## config.mk

```make
export PLATFORM = sky130hd
export DESIGN_NAME = alu_pipe_flat
export DESIGN_NICKNAME = d
export VERILOG_FILES = /design/src/rtl/alu_pipe_if.sv /design/src/rtl/alu_pipe.sv /design/src/flat_wrapper.sv
export SDC_FILE = /design/constraint.sdc
export NUM_CORES = 1
export LEC_CHECK = 0
export ABC_AREA = 1
export CAP_MARGIN = 20
export CORE_MARGIN = 2
export CORE_UTILIZATION = 35
export DETAILED_ROUTE_END_ITERATION = 7
export PLACE_DENSITY = 0.6
export SLEW_MARGIN = 5
export SYNTH_ARGS = -nofsm -noshare
export SYNTH_HDL_FRONTEND = slang
export SYNTH_SLANG_ARGS = --single-unit
```

## constraint.sdc

```tcl
create_clock -name CLK -period 2.45 [get_ports CLK]
set_input_delay 0.49 -clock CLK [delete_from_list [all_inputs] [get_ports CLK]]
set_output_delay 0.49 -clock CLK [all_outputs]
set_load 0.1 [all_outputs]
```

## src/rtl/alu_pipe_if.sv

```systemverilog
`default_nettype none
// ============================================================
// Module  : alu_pipe_if
// Brief   : Operand/op and result/flag channels of alu_pipe
// Revision: 1.0
// ============================================================
interface alu_pipe_if #(
  parameter int WIDTH = 8
) ();

  logic             in_valid;
  logic             in_ready;
  logic [WIDTH-1:0] A;
  logic [WIDTH-1:0] B;
  logic [1:0]       unit_sel;
  logic [1:0]       func;

  logic             out_valid;
  logic             out_ready;
  logic [WIDTH-1:0] F;
  logic             carry_out;
  logic             over_flow;
  logic             flag_zero;
  logic             A_bigger;
  logic             B_bigger;
  logic             A_equal_B;

  // ALU side
  modport slave (
    input  in_valid, A, B, unit_sel, func, out_ready,
    output in_ready, out_valid, F, carry_out, over_flow, flag_zero,
           A_bigger, B_bigger, A_equal_B
  );

  // Operand source / result sink side
  modport master (
    output in_valid, A, B, unit_sel, func, out_ready,
    input  in_ready, out_valid, F, carry_out, over_flow, flag_zero,
           A_bigger, B_bigger, A_equal_B
  );

endinterface
`default_nettype wire

```

## src/rtl/alu_pipe.sv

```systemverilog
`default_nettype none
// ============================================================
// Module  : alu_pipe
// Brief   : WIDTH-bit ALU, valid/ready handshake, shift-add multiply
// Revision: 1.0
// ============================================================
module alu_pipe #(
  parameter int WIDTH      = 8,
  parameter bit SIGNED_CMP = 1'b0
) (
  input  logic      CLK,
  input  logic      rst_n,
  alu_pipe_if.slave bus
);

  localparam int c_log2w = $clog2(WIDTH);
  localparam int c_cnt_w = $clog2(WIDTH + 1);
  localparam logic [c_cnt_w-1:0] c_cnt_last = c_cnt_w'(WIDTH);

  localparam logic [1:0] c_unit_arith = 2'b00;
  localparam logic [1:0] c_unit_logic = 2'b01;
  localparam logic [1:0] c_unit_shift = 2'b10;
  localparam logic [1:0] c_unit_mul   = 2'b11;

  typedef enum logic [0:0] {
    S_IDLE = 1'b0,
    S_MUL  = 1'b1
  } state_t;

  state_t               r_state;
  logic [2*WIDTH-1:0]   r_mcand;
  logic [2*WIDTH-1:0]   r_prod;
  logic [WIDTH-1:0]     r_mplier;
  logic [c_cnt_w-1:0]   r_cnt;
  logic                 r_mul_hi;
  logic                 r_mul_agt;
  logic                 r_mul_bgt;
  logic                 r_mul_eq;

  logic                 r_out_valid;
  logic [WIDTH-1:0]     r_f;
  logic                 r_carry;
  logic                 r_ovf;
  logic                 r_zero;
  logic                 r_agt;
  logic                 r_bgt;
  logic                 r_eq;

  logic                 w_in_ready;
  logic                 w_accept;
  logic                 w_is_mul;
  logic                 w_mul_done;

  logic [WIDTH-1:0]     w_op2;
  logic [WIDTH:0]       w_add_ext;
  logic [WIDTH:0]       w_sub_ext;
  logic [c_log2w-1:0]   w_shamt;
  logic [c_log2w-1:0]   w_shamt_m1;
  logic [2*WIDTH-1:0]   w_shl_ext;
  logic signed [WIDTH-1:0] w_a_signed;
  logic                 w_shr_carry;

  logic [WIDTH-1:0]     w_res;
  logic                 w_carry;
  logic                 w_ovf;
  logic                 w_agt;
  logic                 w_bgt;
  logic                 w_eq;

  logic [WIDTH-1:0]     w_mul_f;
  logic [WIDTH-1:0]     w_mul_hi;

  // ---------------- handshake ----------------
  assign w_in_ready = (r_state == S_IDLE) && (!r_out_valid || bus.out_ready);
  assign w_accept   = bus.in_valid && w_in_ready;
  assign w_is_mul   = (bus.unit_sel == c_unit_mul);
  assign w_mul_done = (r_state == S_MUL) && (r_cnt == c_cnt_last);

  // ---------------- single-cycle units ----------------
  // inc/dec reuse the add/sub path with the second operand forced to 1
  assign w_op2       = bus.func[1] ? WIDTH'(1) : bus.B;
  assign w_add_ext   = {1'b0, bus.A} + {1'b0, w_op2};
  assign w_sub_ext   = {1'b0, bus.A} - {1'b0, w_op2};
  assign w_shamt     = bus.B[c_log2w-1:0];
  assign w_shamt_m1  = w_shamt - c_log2w'(1);
  assign w_shl_ext   = {{WIDTH{1'b0}}, bus.A} << w_shamt;
  assign w_a_signed  = bus.A;
  assign w_shr_carry = (w_shamt != '0) && bus.A[w_shamt_m1];

  always_comb begin
    w_res   = '0;
    w_carry = 1'b0;
    w_ovf   = 1'b0;
    case (bus.unit_sel)
      c_unit_arith: begin
        if (!bus.func[0]) begin
          w_res   = w_add_ext[WIDTH-1:0];
          w_carry = w_add_ext[WIDTH];
          w_ovf   = (bus.A[WIDTH-1] == w_op2[WIDTH-1]) &&
                    (w_res[WIDTH-1] != bus.A[WIDTH-1]);
        end else begin
          w_res   = w_sub_ext[WIDTH-1:0];
          w_carry = w_sub_ext[WIDTH];
          w_ovf   = (bus.A[WIDTH-1] != w_op2[WIDTH-1]) &&
                    (w_res[WIDTH-1] != bus.A[WIDTH-1]);
        end
      end
      c_unit_logic: begin
        case (bus.func)
          2'b00:   w_res = bus.A & bus.B;
          2'b01:   w_res = bus.A | bus.B;
          2'b10:   w_res = bus.A ^ bus.B;
          default: w_res = ~bus.A;
        endcase
      end
      c_unit_shift: begin
        // Shifting into a double-width word leaves the last bit out at index WIDTH
        case (bus.func)
          2'b00: begin
            w_res   = w_shl_ext[WIDTH-1:0];
            w_carry = w_shl_ext[WIDTH];
          end
          2'b01: begin
            w_res   = bus.A >> w_shamt;
            w_carry = w_shr_carry;
          end
          2'b10: begin
            w_res   = w_a_signed >>> w_shamt;
            w_carry = w_shr_carry;
          end
          default: begin
            w_res   = w_shl_ext[WIDTH-1:0] | w_shl_ext[2*WIDTH-1:WIDTH];
            w_carry = w_shl_ext[WIDTH];
          end
        endcase
      end
      default: begin
        w_res = '0;
      end
    endcase
  end

  // ---------------- compare ----------------
  generate
    if (SIGNED_CMP) begin : g_cmp_signed
      assign w_agt = $signed(bus.A) > $signed(bus.B);
      assign w_bgt = $signed(bus.A) < $signed(bus.B);
    end else begin : g_cmp_unsigned
      assign w_agt = bus.A > bus.B;
      assign w_bgt = bus.A < bus.B;
    end
  endgenerate
  assign w_eq = (bus.A == bus.B);

  assign w_mul_hi = r_prod[2*WIDTH-1:WIDTH];
  assign w_mul_f  = r_mul_hi ? w_mul_hi : r_prod[WIDTH-1:0];

  // ---------------- FSM, multiplier and output register ----------------
  always_ff @(posedge CLK or negedge rst_n) begin
    if (!rst_n) begin
      r_state     <= S_IDLE;
      r_mcand     <= '0;
      r_prod      <= '0;
      r_mplier    <= '0;
      r_cnt       <= '0;
      r_mul_hi    <= 1'b0;
      r_mul_agt   <= 1'b0;
      r_mul_bgt   <= 1'b0;
      r_mul_eq    <= 1'b0;
      r_out_valid <= 1'b0;
      r_f         <= '0;
      r_carry     <= 1'b0;
      r_ovf       <= 1'b0;
      r_zero      <= 1'b0;
      r_agt       <= 1'b0;
      r_bgt       <= 1'b0;
      r_eq        <= 1'b0;
    end else begin
      case (r_state)
        S_IDLE: begin
          if (w_accept && w_is_mul) begin
            r_state   <= S_MUL;
            r_mcand   <= {{WIDTH{1'b0}}, bus.A};
            r_mplier  <= bus.B;
            r_prod    <= '0;
            r_cnt     <= '0;
            r_mul_hi  <= bus.func[0];
            r_mul_agt <= w_agt;
            r_mul_bgt <= w_bgt;
            r_mul_eq  <= w_eq;
          end
          if (w_accept && !w_is_mul) begin
            r_out_valid <= 1'b1;
            r_f         <= w_res;
            r_carry     <= w_carry;
            r_ovf       <= w_ovf;
            r_zero      <= (w_res == '0);
            r_agt       <= w_agt;
            r_bgt       <= w_bgt;
            r_eq        <= w_eq;
          end else if (r_out_valid && bus.out_ready) begin
            r_out_valid <= 1'b0;
          end
        end
        S_MUL: begin
          // Entry into MUL already required the output register to be free
          if (w_mul_done) begin
            r_state     <= S_IDLE;
            r_out_valid <= 1'b1;
            r_f         <= w_mul_f;
            r_carry     <= (w_mul_hi != '0);
            r_ovf       <= 1'b0;
            r_zero      <= (w_mul_f == '0);
            r_agt       <= r_mul_agt;
            r_bgt       <= r_mul_bgt;
            r_eq        <= r_mul_eq;
          end else begin
            r_prod   <= r_prod + (r_mplier[0] ? r_mcand : '0);
            r_mcand  <= r_mcand << 1;
            r_mplier <= r_mplier >> 1;
            r_cnt    <= r_cnt + c_cnt_w'(1);
          end
        end
        default: r_state <= S_IDLE;
      endcase
    end
  end

  assign bus.in_ready  = w_in_ready;
  assign bus.out_valid = r_out_valid;
  assign bus.F         = r_f;
  assign bus.carry_out = r_carry;
  assign bus.over_flow = r_ovf;
  assign bus.flag_zero = r_zero;
  assign bus.A_bigger  = r_agt;
  assign bus.B_bigger  = r_bgt;
  assign bus.A_equal_B = r_eq;

endmodule
`default_nettype wire

```

## src/flat_wrapper.sv

```systemverilog
// flat-port wrapper written by rule: the top's interface ports become plain ports
module alu_pipe_flat 
#(
  parameter int WIDTH      = 8,
  parameter bit SIGNED_CMP = 1'b0
)
  (CLK, rst_n, bus_in_valid, bus_A, bus_B, bus_unit_sel, bus_func, bus_out_ready, bus_in_ready, bus_out_valid, bus_F, bus_carry_out, bus_over_flow, bus_flag_zero, bus_A_bigger, bus_B_bigger, bus_A_equal_B);
  alu_pipe_if #(.WIDTH(WIDTH)) bus_i ();
  input  logic CLK;
  input  logic rst_n;
  input wire logic [$bits(bus_i.in_valid)-1:0] bus_in_valid;
  input wire logic [$bits(bus_i.A)-1:0] bus_A;
  input wire logic [$bits(bus_i.B)-1:0] bus_B;
  input wire logic [$bits(bus_i.unit_sel)-1:0] bus_unit_sel;
  input wire logic [$bits(bus_i.func)-1:0] bus_func;
  input wire logic [$bits(bus_i.out_ready)-1:0] bus_out_ready;
  output wire logic [$bits(bus_i.in_ready)-1:0] bus_in_ready;
  output wire logic [$bits(bus_i.out_valid)-1:0] bus_out_valid;
  output wire logic [$bits(bus_i.F)-1:0] bus_F;
  output wire logic [$bits(bus_i.carry_out)-1:0] bus_carry_out;
  output wire logic [$bits(bus_i.over_flow)-1:0] bus_over_flow;
  output wire logic [$bits(bus_i.flag_zero)-1:0] bus_flag_zero;
  output wire logic [$bits(bus_i.A_bigger)-1:0] bus_A_bigger;
  output wire logic [$bits(bus_i.B_bigger)-1:0] bus_B_bigger;
  output wire logic [$bits(bus_i.A_equal_B)-1:0] bus_A_equal_B;
  assign bus_i.in_valid = bus_in_valid;
  assign bus_i.A = bus_A;
  assign bus_i.B = bus_B;
  assign bus_i.unit_sel = bus_unit_sel;
  assign bus_i.func = bus_func;
  assign bus_i.out_ready = bus_out_ready;
  assign bus_in_ready = bus_i.in_ready;
  assign bus_out_valid = bus_i.out_valid;
  assign bus_F = bus_i.F;
  assign bus_carry_out = bus_i.carry_out;
  assign bus_over_flow = bus_i.over_flow;
  assign bus_flag_zero = bus_i.flag_zero;
  assign bus_A_bigger = bus_i.A_bigger;
  assign bus_B_bigger = bus_i.B_bigger;
  assign bus_A_equal_B = bus_i.A_equal_B;
  alu_pipe #(.WIDTH(WIDTH), .SIGNED_CMP(SIGNED_CMP)) u_core (.CLK(CLK), .rst_n(rst_n), .bus(bus_i));
endmodule
```

Fig. 1: logic cells by family
The bar under the picture is 50 um long.
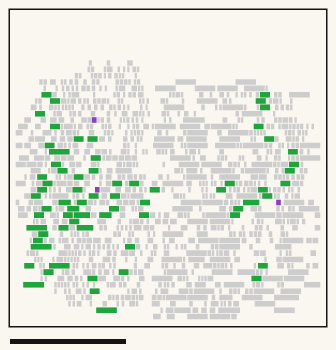
adder and majority cells: drawn in green, cells 68. AND and OR gates: drawn in purple, cells 3.
most numerous logic cell after layout: sky130_fd_sc_hd__nand2_1
share of the final layout cell area in multi-input gates: 50.93%
filler-free cell count of the finished design: 1250

Fig. 2: routing congestion
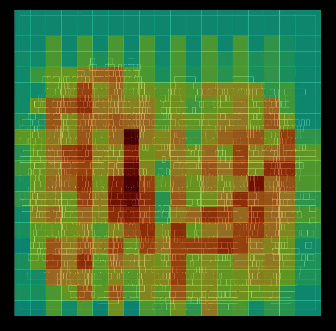
GRT Max-Usage Layer: met2
GR Util met2: 32.88%

Fig. 3: layout detail
The bar under the picture is 5 um long. Window x 58 to 78, y 85 to 105 um. Cells in grey, sequential cells in the stronger grey; small squares are vias.
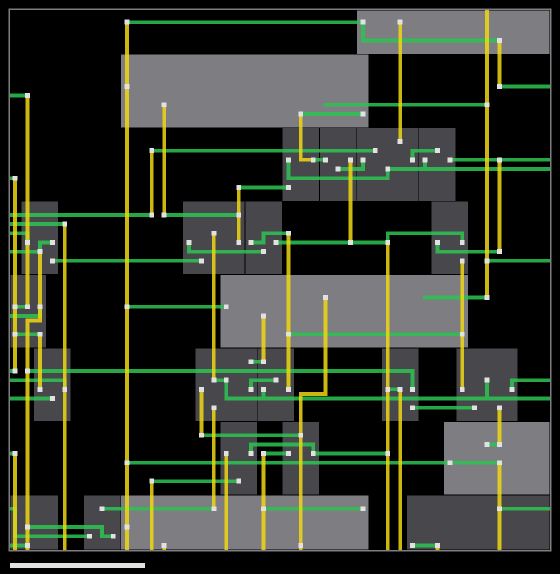
met1: drawn in green. met2: drawn in yellow.
Sequential cells in the window: 4. Netlist names of flops here include u_core.r_mplier (4). Most frequent: nand2_1 (9). 23 logic cells have their middle in the window.

==> flow_summary.ini <==
; implementation run metrics
[outcome]
outcome = complete, no violations

[finish]
seqCellArea_um2 = 1604
final_nets = 1112
antenna_cells_inserted = 0

[clocking]
clk_root_buffer_cell = sky130_fd_sc_hd__clkbuf_16
clock_tree.buffer_depth = 2
cts_repair_resize_count = 20
hold_buffers = 0
cts_made_buffers = 9
cts_tree = done
h_tree_levels = 3

[drt]
vias_per_cell = 5.068
drt.antenna.violating_nets = 0
detail_route.first_pass.iterations = 7
total_number_of_vias = 6335
wirelength_met1_mm = 9.170
wl_per_cell_um = 15.57

[synthesis]
synth.avg_cell_area_um2 = 6.770
xor_share_pct = 0.5776
synth-area-yosys_um2 = 6066
synth.ff_latch_count = 64
synth.largest_area_cell = sky130_fd_sc_hd__dfrtp_1
synth_cells = 896
synth_cell_types = 48
flop_cell = sky130_fd_sc_hd__dfrtp_1

[pwr]
power.net_switching_mw = 4.006
comb_power_share_pct = 58.3

[die]
floorplan.die.width_um = 135.6
dieHeight_um = 135.6
chip_area_um2 = 18400
placement_rows = 48

[placement]
dp_hpwl_mm = 14.92
post_dp_cell_area_um2 = 7308

[setup_path]
end_kind = flip-flop
crit-reg2reg-launch = u_core.r_mplier[0]
r2r-end = u_core.r_prod[14]
worst-r2r-setup-slack_ps = 130

[sta]
slew_headroom_pct = 62.46
setup_viol = 0
totalNegativeSetupSlack_ps = 0

[run]
max_cap_violations = 0

[global_route]
grt.met1_usage_pct = 29.70
[metrics by stage]
step / std cells / power (mW) / worst slack [ps]
floorplan: 896 / 5.169 / 44.46
global placement: 1228 / 6.425 / -561.1
detailed placement: 1228 / 6.466 / -582.1
CTS: 1244 / 7.839 / -16.15
global route: 1250 / 8.523 / -33.16
finish: 1250 / 7.943 / 126.8
[how the worst max path moves through the flow]
| stage | start | to | slack, ps | depth (start not counted) |
|---|---|---|---|---|
| after floorplan | bus_B[2] | u_core.bus.F[5] | 40 | 18 |
| after global placement | bus_func[1] | u_core.bus.over_flow | -560 | 16 |
| after detailed placement | bus_func[1] | u_core.bus.over_flow | -580 | 16 |
| after CTS | bus_B[6] | u_core.bus.F[7] | -20 | 16 |
| after global routing | bus_A[7] | u_core.bus.flag_zero | -30 | 14 |
| final | u_core.r_mplier[0] | u_core.r_prod[14] | 130 | 13 |
[critical path: stages (launching register included)]
cell	delay [ps]
sky130_fd_sc_hd__dfrtp_2	450
sky130_fd_sc_hd__nand2_1	90
sky130_fd_sc_hd__inv_1	50
sky130_fd_sc_hd__ha_1	210
sky130_fd_sc_hd__fa_1	420
sky130_fd_sc_hd__nand3_1	110
sky130_fd_sc_hd__nand3_1	130
sky130_fd_sc_hd__nand3_1	110
sky130_fd_sc_hd__nand3_1	140
sky130_fd_sc_hd__a21oi_1	160
sky130_fd_sc_hd__o21bai_1	90
sky130_fd_sc_hd__a21oi_1	120
sky130_fd_sc_hd__o21ai_1	90
sky130_fd_sc_hd__o21ai_1	80
[cell type report]
cell class                      count  share of cell area (%)
Multi-Input combinational cell    678                   50.93
Sequential cell                    64                   20.28
Timing Repair Buffer              143                   15.22
Inverter                          124                   5.995
Tap cell                          225                   3.559
Clock buffer                       12                   3.369
Clock inverter                      4                  0.6485
No activity file was given, so power comes from the tool's default toggle rates.
